Figure 1. Signal wires on met1.
Cells faint in the background.
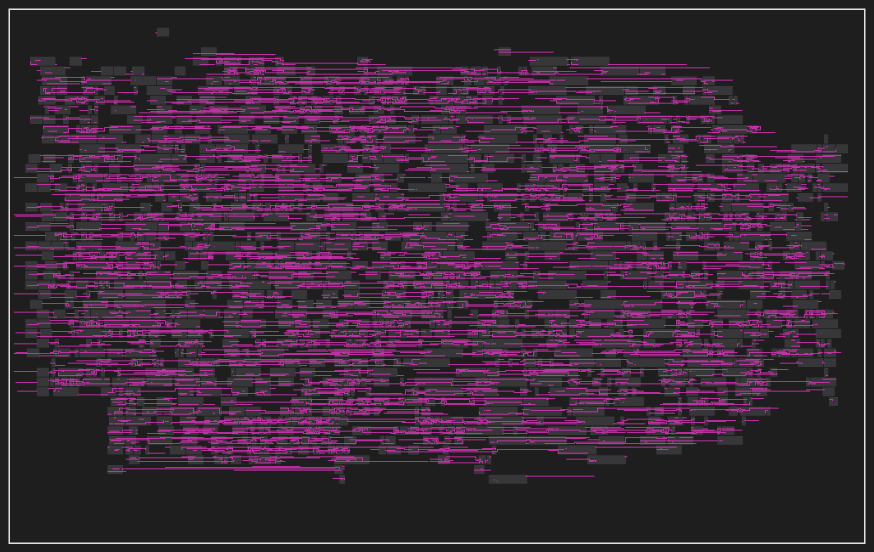
Figure 2. Signal wires on met2.
The bar under the picture is 50 microns long.
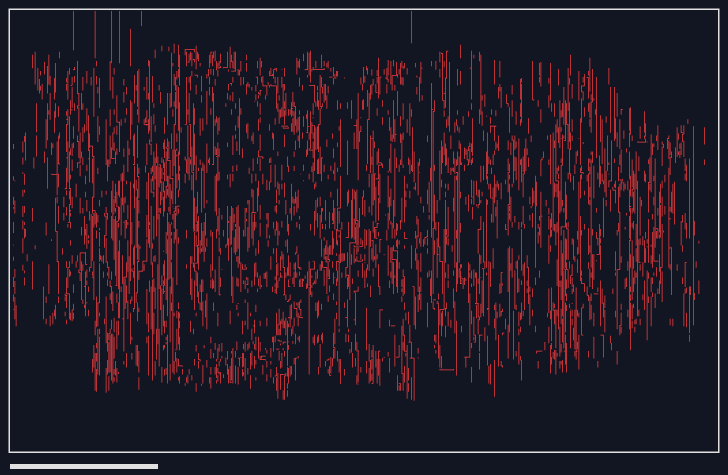
Figure 3. The metal 3 layer.
The bar under the picture is 50 microns long.
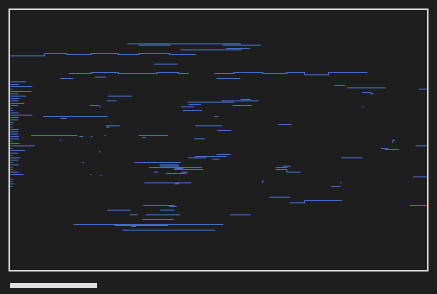
### src/rtl/servo_pkg.sv
// Shared types and helpers for the servo PWM controller: FSM states,
// packet byte offsets and the angle-to-ticks conversion.
package servo_pkg;

  typedef enum logic [2:0] {
    S_RUN,
    S_SNAP,
    S_CHECK,
    S_CALC,
    S_LOAD
  } state_t;

  localparam int HDR_LSB = 32;
  localparam int CH0_LSB = 24;
  localparam int CH1_LSB = 16;
  localparam int CH2_LSB = 8;
  localparam int SUM_LSB = 0;

  localparam logic [7:0] DEFAULT_HEADER = 8'hA5;

  // Angle 0x00 maps to min_ticks; each angle step adds span/256 ticks, truncated.
  function automatic int unsigned angle_to_ticks(input logic [7:0] angle,
                                                 input int unsigned min_ticks,
                                                 input int unsigned span);
    int unsigned prod;
    prod = int'(angle) * span;
    return min_ticks + (prod >> 8);
  endfunction

endpackage

### src/rtl/servo_pwm_chan.sv
// One servo channel: holds the active pulse width and drives the registered
// comparator output. Slew limiting is built in when SERVO_SLEW_LIMIT_EN is defined.
module servo_pwm_chan
  import servo_pkg::*;
#(
  parameter int unsigned CW         = 21,
  parameter int unsigned CENTRE     = 150000,
  parameter int unsigned SLEW_TICKS = 5000
) (
  input  logic          clk,
  input  logic          rst,
  input  logic [CW-1:0] cnt,
  input  logic          load,
  input  logic [CW-1:0] tgt,
  output logic          pwm
);

  logic [CW-1:0] width;
  logic [CW-1:0] next_width;

`ifdef SERVO_SLEW_LIMIT_EN
  localparam logic [CW-1:0] STEP = CW'(SLEW_TICKS);

  // Step toward the target by at most STEP, landing exactly on it when close.
  always_comb begin
    next_width = tgt;
    if (tgt > width && (tgt - width) > STEP)
      next_width = width + STEP;
    else if (tgt < width && (width - tgt) > STEP)
      next_width = width - STEP;
  end
`else
  assign next_width = tgt;
`endif

  always_ff @(posedge clk) begin
    if (rst) begin
      width <= CW'(CENTRE);
      pwm   <= 1'b0;
    end else begin
      if (load)
        width <= next_width;
      pwm <= (cnt < width);
    end
  end

endmodule

### src/rtl/servo_pwm_ctrl.sv
// Three-channel hobby-servo PWM driver fed by a held 5-byte packet.
// Optional per-frame slew limiting: define SERVO_SLEW_LIMIT_EN.
module servo_pwm_ctrl
  import servo_pkg::*;
#(
  parameter int unsigned CLK_FREQ_HZ  = 100_000_000,
  parameter int unsigned PERIOD_US    = 20000,
  parameter int unsigned MIN_PULSE_US = 1000,
  parameter int unsigned MAX_PULSE_US = 2000,
  parameter logic [7:0]  HEADER       = DEFAULT_HEADER,
  parameter int unsigned SLEW_TICKS   = 5000
) (
  input  logic        clk,
  input  logic        rst,
  input  logic [39:0] din,
  output logic [2:0]  pwm_out,
  output logic        pkt_err,
  output logic [7:0]  err_cnt,
  output logic        frame_start
);

  localparam int unsigned TICKS_PER_US = CLK_FREQ_HZ / 1_000_000;
  localparam int unsigned PERIOD_TICKS = TICKS_PER_US * PERIOD_US;
  localparam int unsigned MIN_TICKS    = TICKS_PER_US * MIN_PULSE_US;
  localparam int unsigned MAX_TICKS    = TICKS_PER_US * MAX_PULSE_US;
  localparam int unsigned SPAN         = MAX_TICKS - MIN_TICKS;
  localparam int unsigned CENTRE       = MIN_TICKS + ((128 * SPAN) >> 8);
  localparam int unsigned CW           = $clog2(PERIOD_TICKS + 1);

  localparam logic [CW-1:0] LAST_CNT = CW'(PERIOD_TICKS - 1);
  localparam logic [CW-1:0] SNAP_CNT = CW'(PERIOD_TICKS - 5);

  state_t        state;
  logic [CW-1:0] cnt;
  logic [39:0]   snap;
  logic          ok;
  logic          zero;
  logic [CW-1:0] tgt [3];
  logic          load;

  // The snapshot pipeline ends in S_LOAD on the last tick of the frame, so any
  // accepted width takes effect exactly at the next cnt == 0.
  always_ff @(posedge clk) begin
    if (rst) begin
      cnt         <= '0;
      state       <= S_RUN;
      snap        <= '0;
      ok          <= 1'b0;
      zero        <= 1'b0;
      pkt_err     <= 1'b0;
      err_cnt     <= '0;
      frame_start <= 1'b0;
      for (int i = 0; i < 3; i++)
        tgt[i] <= CW'(CENTRE);
    end else begin
      cnt         <= (cnt == LAST_CNT) ? '0 : cnt + 1'b1;
      frame_start <= (cnt == LAST_CNT);
      pkt_err     <= 1'b0;
      case (state)
        S_RUN: begin
          if (cnt == SNAP_CNT)
            state <= S_SNAP;
        end
        S_SNAP: begin
          snap  <= din;
          state <= S_CHECK;
        end
        S_CHECK: begin
          ok    <= (snap[HDR_LSB +: 8] == HEADER) &&
                   (snap[SUM_LSB +: 8] == (snap[HDR_LSB +: 8] ^ snap[CH0_LSB +: 8] ^
                                           snap[CH1_LSB +: 8] ^ snap[CH2_LSB +: 8]));
          zero  <= (snap == '0);
          state <= S_CALC;
        end
        S_CALC: begin
          tgt[0] <= CW'(angle_to_ticks(snap[CH0_LSB +: 8], MIN_TICKS, SPAN));
          tgt[1] <= CW'(angle_to_ticks(snap[CH1_LSB +: 8], MIN_TICKS, SPAN));
          tgt[2] <= CW'(angle_to_ticks(snap[CH2_LSB +: 8], MIN_TICKS, SPAN));
          state  <= S_LOAD;
        end
        S_LOAD: begin
          if (!ok && !zero) begin
            pkt_err <= 1'b1;
            if (err_cnt != 8'hFF)
              err_cnt <= err_cnt + 8'd1;
          end
          state <= S_RUN;
        end
        default: state <= S_RUN;
      endcase
    end
  end

  assign load = (state == S_LOAD) && ok;

  for (genvar g = 0; g < 3; g++) begin : g_chan
    servo_pwm_chan #(
      .CW         (CW),
      .CENTRE     (CENTRE),
      .SLEW_TICKS (SLEW_TICKS)
    ) u_chan (
      .clk  (clk),
      .rst  (rst),
      .cnt  (cnt),
      .load (load),
      .tgt  (tgt[g]),
      .pwm  (pwm_out[g])
    );
  end

endmodule

### config.mk
export PLATFORM = sky130hd
export DESIGN_NAME = servo_pwm_ctrl
export DESIGN_NICKNAME = d
export VERILOG_FILES = /design/src/rtl/servo_pkg.sv /design/src/rtl/servo_pwm_chan.sv /design/src/rtl/servo_pwm_ctrl.sv
export SDC_FILE = /design/constraint.sdc
export NUM_CORES = 1
export LEC_CHECK = 0
export CAP_MARGIN = 20
export CORE_AREA = 4 4 235 145
export DETAILED_ROUTE_END_ITERATION = 8
export DIE_AREA = 0 0 239 149
export PLACE_DENSITY = 0.68
export SYNTH_ARGS = -nofsm -noshare
export SYNTH_HDL_FRONTEND = slang
export SYNTH_HIERARCHICAL = 1
export SYNTH_SLANG_ARGS = --single-unit
### constraint.sdc
create_clock -name clk -period 8.3 [get_ports clk]
set_clock_uncertainty 0.2 [all_clocks]
set_input_delay 1.66 -clock clk [delete_from_list [all_inputs] [get_ports clk]]
set_output_delay 1.66 -clock clk [all_outputs]
set_load 0.005 [all_outputs]
==> run notes <==
* **crit path buf inv count** 2
* **number of logic gates** 1174
* **outcome** finished clean
* **post-synthesis share of cell area spent on full adders, half adders and majority gates** 25.5%
* **well-tap cell count** 424
* **post-CTS setup buffers** 0
* **layout filler cell count** 2969
* **top cells by count, synth** 233 x ha_1, 168 x nand2_1, 142 x dfxtp_1, 139 x inv_1, 127 x nor2_1
* **YS warnings** 6
* **CTS Hold Buffers Added** 0
* **share of the synthesized netlist area taken by xor and xnor gates** 5.89%
* **Top pwr grp** sequential cells
* **compound-cell area share of the yosys netlist** 13.9%
* **portion of the layout cell area used by clock cells** 3.89%
* **CP Data Required Time** 8290 ps
* **Seq/Total Area, Yosys** 31.3%
* **placed cell areas** 15300 sq um
* **area grow syn2layout** 11.3%
* **power in sequential cells** 0.000992 W
* **fraction of final layout cells sized beyond drive strength 1** 4.94%
* **placer congestion estimate** 0.871
* **Post-synth mux share** 3.09%
* **Detailed Route Iter0 Violations** 756
* **hold path startpoint** tgt[0][5]$_SDFFCE_PN1P_
* **clock latency at the later pin of the worst-skew pair** 450 ps
* **cell-by-cell listing of the critical path** ha_1 > ha_1 > inv_1 > fa_1 > inv_1 > fa_1 > ha_1 > o21ai_0 > o21ai_1 > a22oi_1 > ha_1 > nor4_1 > o211ai_1 > nand3_1 > xor2_1 > mux2_1
* **maximum number of pins on one net before global-route repair** 84
* **simple share** 15.7%
* **Logic area** 9190 sq um
* **P_int** 0.00147 W
* **mean routed wirelength per cell** 16.3 microns
* **iteration tally of the first detailed-router pass** 5
* **antenna violations before repair** 0
* **maximum level of the CTS H-tree** 4
* **Crit Reg-Reg Startpoint** snap[12]$_SDFFE_PP0N_
* **total gr overflow** 0
* **cell count of the worst reg-to-reg path** 16
* **# DRC** 0
* **cell class ranked first by area** logic gates
* **Top delay family on crit path** adder cells
* **Period Utilization, post-route** 62.0%
* **Synth flops** 196
* **first-pass GRT wire length** 55700 microns
* **met3 WL** 1510 microns
* **Biggest register** g_chan.u_chan/width
* **total number of vias** 10806
* **Final Critical Period** 5150 ps
* **commonest cells after routing, fill and taps aside** 233 x ha_1, 168 x nand2_1, 142 x dfxtp_1
* **fraction of post-synthesis cell area in the top cell type by area** 20.4%
* **number of endpoints with negative hold slack in the final report** 0
* **part of the power in the clock network** 45.3%
* **critical path launch point type** flip-flop
Notes on Figure 1 above:
The layer carries 18700 microns of wire. 1806 nets have wire on it. The layer holds 57% of the routed length.

Notes on Figure 2 above:
1497 nets have wire on it. The wires run mostly vertical. The layer holds 38% of the routed length.

Notes on Figure 3 above:
The longest straight run is 85.6 microns. 113 nets have wire on it. The wires run mostly horizontal. The layer carries 1510 microns of wire.

worst max path at each step:
stage	slack, ps	cells after the start	endpoint	startpoint
6_report	3150	16	tgt[0][49]$_SDFFCE_PN0P_	snap[12]$_SDFFE_PP0N_
5_1_grt	2830	16	tgt[0][49]$_SDFFCE_PN0P_	snap[12]$_SDFFE_PP0N_
4_1_cts	3170	16	tgt[0][49]$_SDFFCE_PN0P_	snap[12]$_SDFFE_PP0N_
3_5_place_dp	3190	16	tgt[0][49]$_SDFFCE_PN0P_	snap[12]$_SDFFE_PP0N_
3_3_place_gp	3300	16	tgt[0][49]$_SDFFCE_PN0P_	snap[12]$_SDFFE_PP0N_
2_1_floorplan	3590	17	tgt[0][13]$_SDFFCE_PN0P_	snap[28]$_SDFFE_PP0N_
Power and IR drop assume default switching activity.
